File: config.mk
export PLATFORM = sky130hd
export DESIGN_NAME = spi_wrapper
export DESIGN_NICKNAME = d
export VERILOG_FILES = /design/src/rtl/spi_wrapper_pkg.sv /design/src/rtl/spi_ram.sv /design/src/rtl/spi_wrapper.sv
export SDC_FILE = /design/constraint.sdc
export NUM_CORES = 2
export LEC_CHECK = 0
export ABC_CLOCK_PERIOD_IN_PS = 11400
export CELL_PAD_IN_SITES_DETAIL_PLACEMENT = 1
export CELL_PAD_IN_SITES_GLOBAL_PLACEMENT = 1
export CORE_UTILIZATION = 55
export CTS_CLUSTER_DIAMETER = 100
export DETAILED_ROUTE_END_ITERATION = 7
export MAX_ROUTING_LAYER = met4
export PLACE_DENSITY = 0.75
export SETUP_SLACK_MARGIN = 0.1
export SLEW_MARGIN = 20
export SYNTH_ARGS = -nofsm -noshare
export SYNTH_HDL_FRONTEND = slang
export SYNTH_SLANG_ARGS = --single-unit
File: constraint.sdc
create_clock -name clk -period 11.4 [get_ports clk]
set_clock_uncertainty 0.05 [all_clocks]
set_input_delay 1.14 -clock clk [delete_from_list [all_inputs] [get_ports clk]]
set_output_delay 1.14 -clock clk [all_outputs]
set_load 0.01 [all_outputs]
File: src/rtl/spi_wrapper_pkg.sv
// Shared definitions for the SPI slave wrapper and its RAM.
package spi_wrapper_pkg;

  typedef enum logic [2:0] {
    IDLE      = 3'd0,
    CHK_CMD   = 3'd1,
    WRITE     = 3'd2,
    READ_ADD  = 3'd3,
    READ_DATA = 3'd4
  } state_t;

  localparam logic [1:0] CMD_WR_ADDR = 2'b00;
  localparam logic [1:0] CMD_WR_DATA = 2'b01;
  localparam logic [1:0] CMD_RD_ADDR = 2'b10;
  localparam logic [1:0] CMD_RD_DATA = 2'b11;

  localparam int RX_BITS = 10;
  localparam int TX_BITS = 8;

endpackage

File: src/rtl/spi_ram.sv
// Command-decoding RAM behind the SPI slave: address latches, write port, read-out.
module spi_ram #(
  parameter int MEM_DEPTH = 256,
  parameter int ADDR_SIZE = 8
) (
  input  logic       clk,
  input  logic       rst_n,
  input  logic [9:0] din,
  input  logic       rx_valid,
  output logic [7:0] dout,
  output logic       tx_valid
);
  import spi_wrapper_pkg::*;

  logic [7:0]           mem [MEM_DEPTH];
  logic [ADDR_SIZE-1:0] wr_addr;
  logic [ADDR_SIZE-1:0] rd_addr;

  always_ff @(posedge clk) begin
    if (!rst_n) begin
      wr_addr  <= '0;
      rd_addr  <= '0;
      dout     <= '0;
      tx_valid <= 1'b0;
    end else begin
      tx_valid <= 1'b0;
      if (rx_valid) begin
        case (din[9:8])
          CMD_WR_ADDR: wr_addr <= ADDR_SIZE'(din[7:0]);
          CMD_RD_ADDR: rd_addr <= ADDR_SIZE'(din[7:0]);
          CMD_RD_DATA: begin
            dout     <= mem[rd_addr];
            tx_valid <= 1'b1;
          end
          default: ;
        endcase
      end
    end
  end

  // Storage has no reset so contents survive rst_n; the write is still blocked while in reset.
  always_ff @(posedge clk) begin
    if (rst_n && rx_valid && (din[9:8] == CMD_WR_DATA))
      mem[wr_addr] <= din[7:0];
  end

endmodule

File: src/rtl/spi_wrapper.sv
// SPI slave: command FSM, 10-bit MOSI shifter, 8-bit MISO shifter, RAM instance.
//   state     | meaning
//   IDLE      | SS_n high or frame just starting, MOSI ignored
//   CHK_CMD   | sample first MOSI bit to choose write/read path
//   WRITE     | shift 10 bits for a write-address or write-data command
//   READ_ADD  | shift 10 bits for a read-address command, then hold address
//   READ_DATA | shift 10 bits, then return one byte on MISO
module spi_wrapper
  import spi_wrapper_pkg::*;
#(
  parameter int MEM_DEPTH = 256,
  parameter int ADDR_SIZE = 8
) (
  input  logic clk,
  input  logic rst_n,
  input  logic SS_n,
  input  logic MOSI,
  output logic MISO
);

  state_t     state, state_nxt;
  logic [3:0] bit_cnt;
  logic [9:0] rx_data;
  logic       rx_valid;
  logic [7:0] tx_data;
  logic       tx_valid;
  logic [7:0] tx_shift;
  logic [3:0] tx_cnt;
  logic       rd_addr_held;

  logic abort, load_cnt, shift_en, frame_done, tx_load, tx_last;

  always_ff @(posedge clk) begin
    if (!rst_n) state <= IDLE;
    else        state <= state_nxt;
  end

  always_comb begin
    state_nxt = state;
    case (state)
      IDLE:    if (!SS_n) state_nxt = CHK_CMD;
      CHK_CMD: begin
        if (SS_n)              state_nxt = IDLE;
        else if (!MOSI)        state_nxt = WRITE;
        else if (rd_addr_held) state_nxt = READ_DATA;
        else                   state_nxt = READ_ADD;
      end
      WRITE, READ_ADD, READ_DATA: if (SS_n) state_nxt = IDLE;
      default: state_nxt = IDLE;
    endcase
  end

  always_comb begin
    abort      = (state != IDLE) && SS_n;
    load_cnt   = (state == CHK_CMD) && !SS_n;
    shift_en   = (state inside {WRITE, READ_ADD, READ_DATA}) && !SS_n && (bit_cnt != 4'd0);
    frame_done = shift_en && (bit_cnt == 4'd1);
    tx_load    = (state == READ_DATA) && !SS_n && tx_valid;
    tx_last    = (state == READ_DATA) && !SS_n && (tx_cnt == 4'd1);
  end

  // bit_cnt and tx_cnt count down remaining bits; 1 marks the final bit of each phase.
  always_ff @(posedge clk) begin
    if (!rst_n) begin
      bit_cnt      <= '0;
      rx_data      <= '0;
      rx_valid     <= 1'b0;
      tx_shift     <= '0;
      tx_cnt       <= '0;
      MISO         <= 1'b0;
      rd_addr_held <= 1'b0;
    end else begin
      rx_valid <= 1'b0;
      if (abort) begin
        bit_cnt  <= '0;
        rx_data  <= '0;
        tx_shift <= '0;
        tx_cnt   <= '0;
        MISO     <= 1'b0;
      end else begin
        if (load_cnt) begin
          bit_cnt <= 4'(RX_BITS);
        end else if (shift_en) begin
          rx_data  <= {rx_data[8:0], MOSI};
          bit_cnt  <= bit_cnt - 4'd1;
          rx_valid <= (bit_cnt == 4'd1);
        end
        if (tx_load) begin
          MISO     <= tx_data[7];
          tx_shift <= {tx_data[6:0], 1'b0};
          tx_cnt   <= 4'(TX_BITS - 1);
        end else if (tx_cnt != 4'd0) begin
          MISO     <= tx_shift[7];
          tx_shift <= {tx_shift[6:0], 1'b0};
          tx_cnt   <= tx_cnt - 4'd1;
        end else begin
          MISO <= 1'b0;
        end
      end
      // Held flag survives aborts; only reset, a finished read address or a finished read-out move it.
      if (frame_done && (state == READ_ADD)) rd_addr_held <= 1'b1;
      else if (tx_last)                      rd_addr_held <= 1'b0;
    end
  end

  spi_ram #(
    .MEM_DEPTH(MEM_DEPTH),
    .ADDR_SIZE(ADDR_SIZE)
  ) u_ram (
    .clk     (clk),
    .rst_n   (rst_n),
    .din     (rx_data),
    .rx_valid(rx_valid),
    .dout    (tx_data),
    .tx_valid(tx_valid)
  );

endmodule

### Metal 3

The bar under the picture is 100 um long.
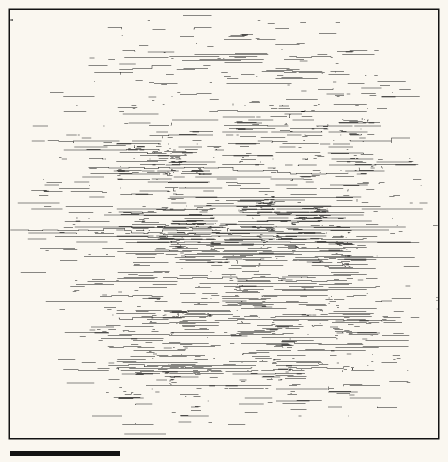
longest straight run: 236 um
wire length on this layer: 21.3 mm
nets with wire on the layer: 621
Vias: 42.2k
WL final: 224 mm

### Signal wires by layer

The bar under the picture is 100 um long.
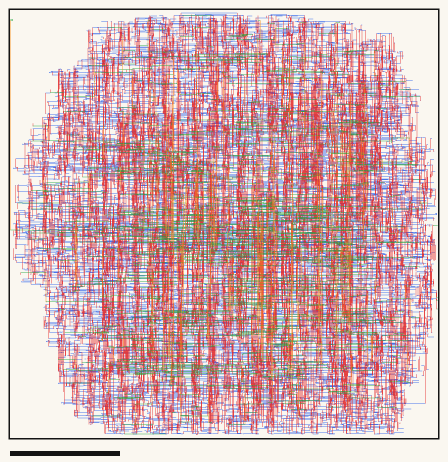
| color | layer | wire length |
|---|---|---|
| blue | met1 | 86.2 mm |
| orange | met4 | 9080 um |
| red | met2 | 107 mm |
| green | met3 | 21.3 mm |

### Cell outlines without signal wires

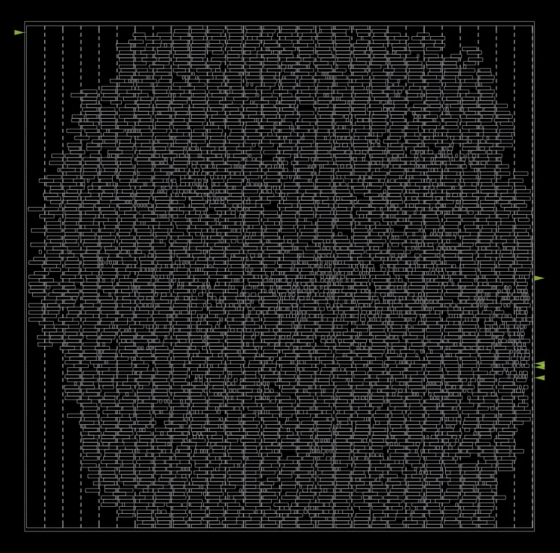
Fillers: 12.2k
flop count: 2104
Std-Cell Rows: 141

### The metal 4 layer

Supply wires on this layer in gray.
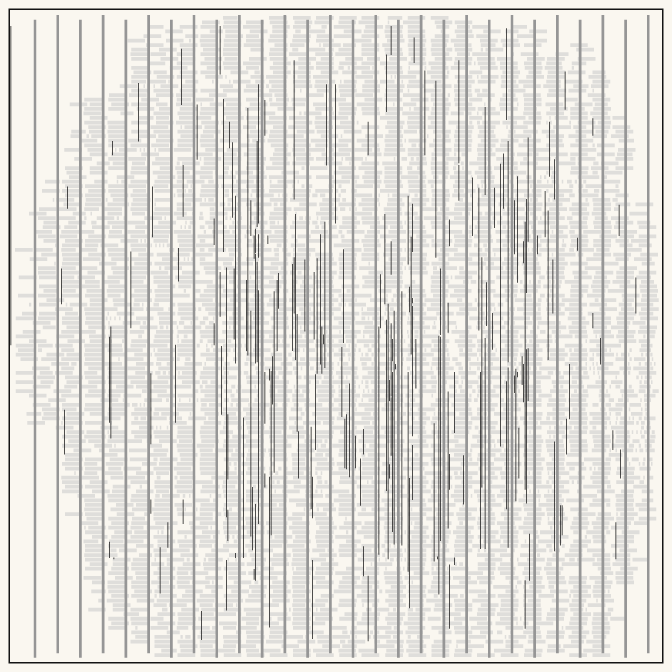
wire length on this layer: 9080 um
share of all routed wire: 4.1%
longest straight run: 190 um

==> results.sh <==
# yosys + openroad results
export IMPL_cts_tree="yes"
export IMPL_power_switching_uw=3000
export IMPL_clockBufferDepth=3
export IMPL_layout_top_cells="edfxtp_1, mux4_2, nor2_1"
export IMPL_cp_slowest_stage_delay_ns=0.77
export IMPL_drv_cap=0
export IMPL_vdd_drop_max_v=0.000138
export IMPL_r2r_end="u_ram.dout[3]"
export IMPL_cts_resized=0
export IMPL_synth_distinct_cells=79
export IMPL_synth_xor_area_share=0.000424
export IMPL_cts_root_buf="clkbuf_16"
export IMPL_p_comb_uw=52.7
export IMPL_path_buffers=3
export IMPL_hold_class="flop to flop"
export IMPL_synthAdderAreaFrac=0.000606
export IMPL_ios=5
export IMPL_core_mm2=0.148
export IMPL_top_usage_layer="met2"
export IMPL_drc=0
export IMPL_p_total_uw=15400
export IMPL_synthDominantCellAreaShare=0.745
export IMPL_p_sw_frac=0.194
export IMPL_period_minus_slack_ns=5.02
export IMPL_dpl_cell_count=5832
export IMPL_top_cells_by_area="edfxtp_1, mux4_2, mux2i_1, mux4_1, nor2_1"
export IMPL_vias_per_cell=6.78
export IMPL_utilization=0.613
export IMPL_ys_warn_count=0
export IMPL_fin_hold_ws_ns=0.422
export IMPL_gr_total_overflow=0
export IMPL_cp_data_arrival_time_ns=5.71
export IMPL_numPortBuffers=4
export IMPL_synthTopLogicFamily="multiplexers"
export IMPL_total_leakage_power_uw=0.0284
export IMPL_maxPowerGroup="registers"
export IMPL_synth_cells=3986
export IMPL_fin_ws_ns=6.38
export IMPL_cellPowerDensity_mw_per_mm2=170
export IMPL_cts_sinks=2104
export IMPL_grt_setup_unrepaired="no"
export IMPL_first_iter_violations=5490
export IMPL_postCtsHoldBufs=0
export IMPL_path_delay_family="buffers and inverters"
export IMPL_comb_power_share=0.003
export IMPL_highest_layer="met4"
export IMPL_die_w_um=390
export IMPL_synth_seq_area_share=0.758
export IMPL_die_y_um=390
export IMPL_r2r_cells=9
export IMPL_dp_slack_ns=6.45
export IMPL_wl_met3_mm=21.3
export IMPL_tightest_slew_ns=1.17
export IMPL_dp_hpwl_mm=133
export IMPL_syn_num_nets=3994
export IMPL_place_area_mm2=0.0839
export IMPL_muxShareOfSynthArea=0.157
export IMPL_yosys_cells=3986
export IMPL_cts_inserted_buffers=205
export IMPL_slew_viol_final=0
export IMPL_status="completed"
export IMPL_top_area_cell="edfxtp_1"
export IMPL_ys_area_mm2=0.0826
export IMPL_critPathCaptureType="flop"
export IMPL_simple_gate_share=0.0307
export IMPL_fin_cells=6220
export IMPL_clock_latency_ns=0.85
export IMPL_post_cts_setup_buffers=0
export IMPL_layout_drive_gt1_share=0.193
export IMPL_synth_edff_count=2048
export IMPL_htreeDepth=4
export IMPL_gp_congestion=0.889
export IMPL_cp_depth=9
export IMPL_avgRoutedWirePerCell_um=36.0
export IMPL_lay_top_count="edfxtp_1"
export IMPL_critPathCapture="u_ram.dout[3]"
export IMPL_crit_chain="buf_12 > buf_4 > nand2_2 > buf_4 > o221ai_1 > a21oi_1 > a21oi_1 > o31ai_2 > o311ai_1"
export IMPL_start_kind="flop"
export IMPL_r2r_setup_slack_ns=6.38
export IMPL_setup_violations=0
export IMPL_chip_area_mm2=0.152
export IMPL_avgSynthCellArea_um2=20.7
export IMPL_synth_flops=2104
export IMPL_track_usage=0.306
export IMPL_clk_transition_reported_paths_ns=0.06
export IMPL_grt_max_degree=185
export IMPL_warnings=41
export IMPL_p_clk_frac=0.455
==> cell type report <==
type	instances	area (um2)	area share
Clock buffer	252	5490	0.0604
Multi-Input combinational cell	1642	18100	0.199
Inverter	7	31.3	0.000344
Sequential cell	2104	62700	0.689
Antenna cell	3	7.51	0.0000826
Clock inverter	132	1450	0.0160
Timing Repair Buffer	78	697	0.00767
Tap cell	2002	2500	0.0276
==> registers in the layout (all words and copies together) (netlist names) <==
register / count
MISO: 1
bit_cnt: 4
rd_addr_held: 1
rx_data: 10
rx_valid: 1
state: 3
tx_cnt: 4
tx_shift: 7
u_ram.dout: 8
u_ram.mem: 2048
u_ram.rd_addr: 8
u_ram.tx_valid: 1
u_ram.wr_addr: 8
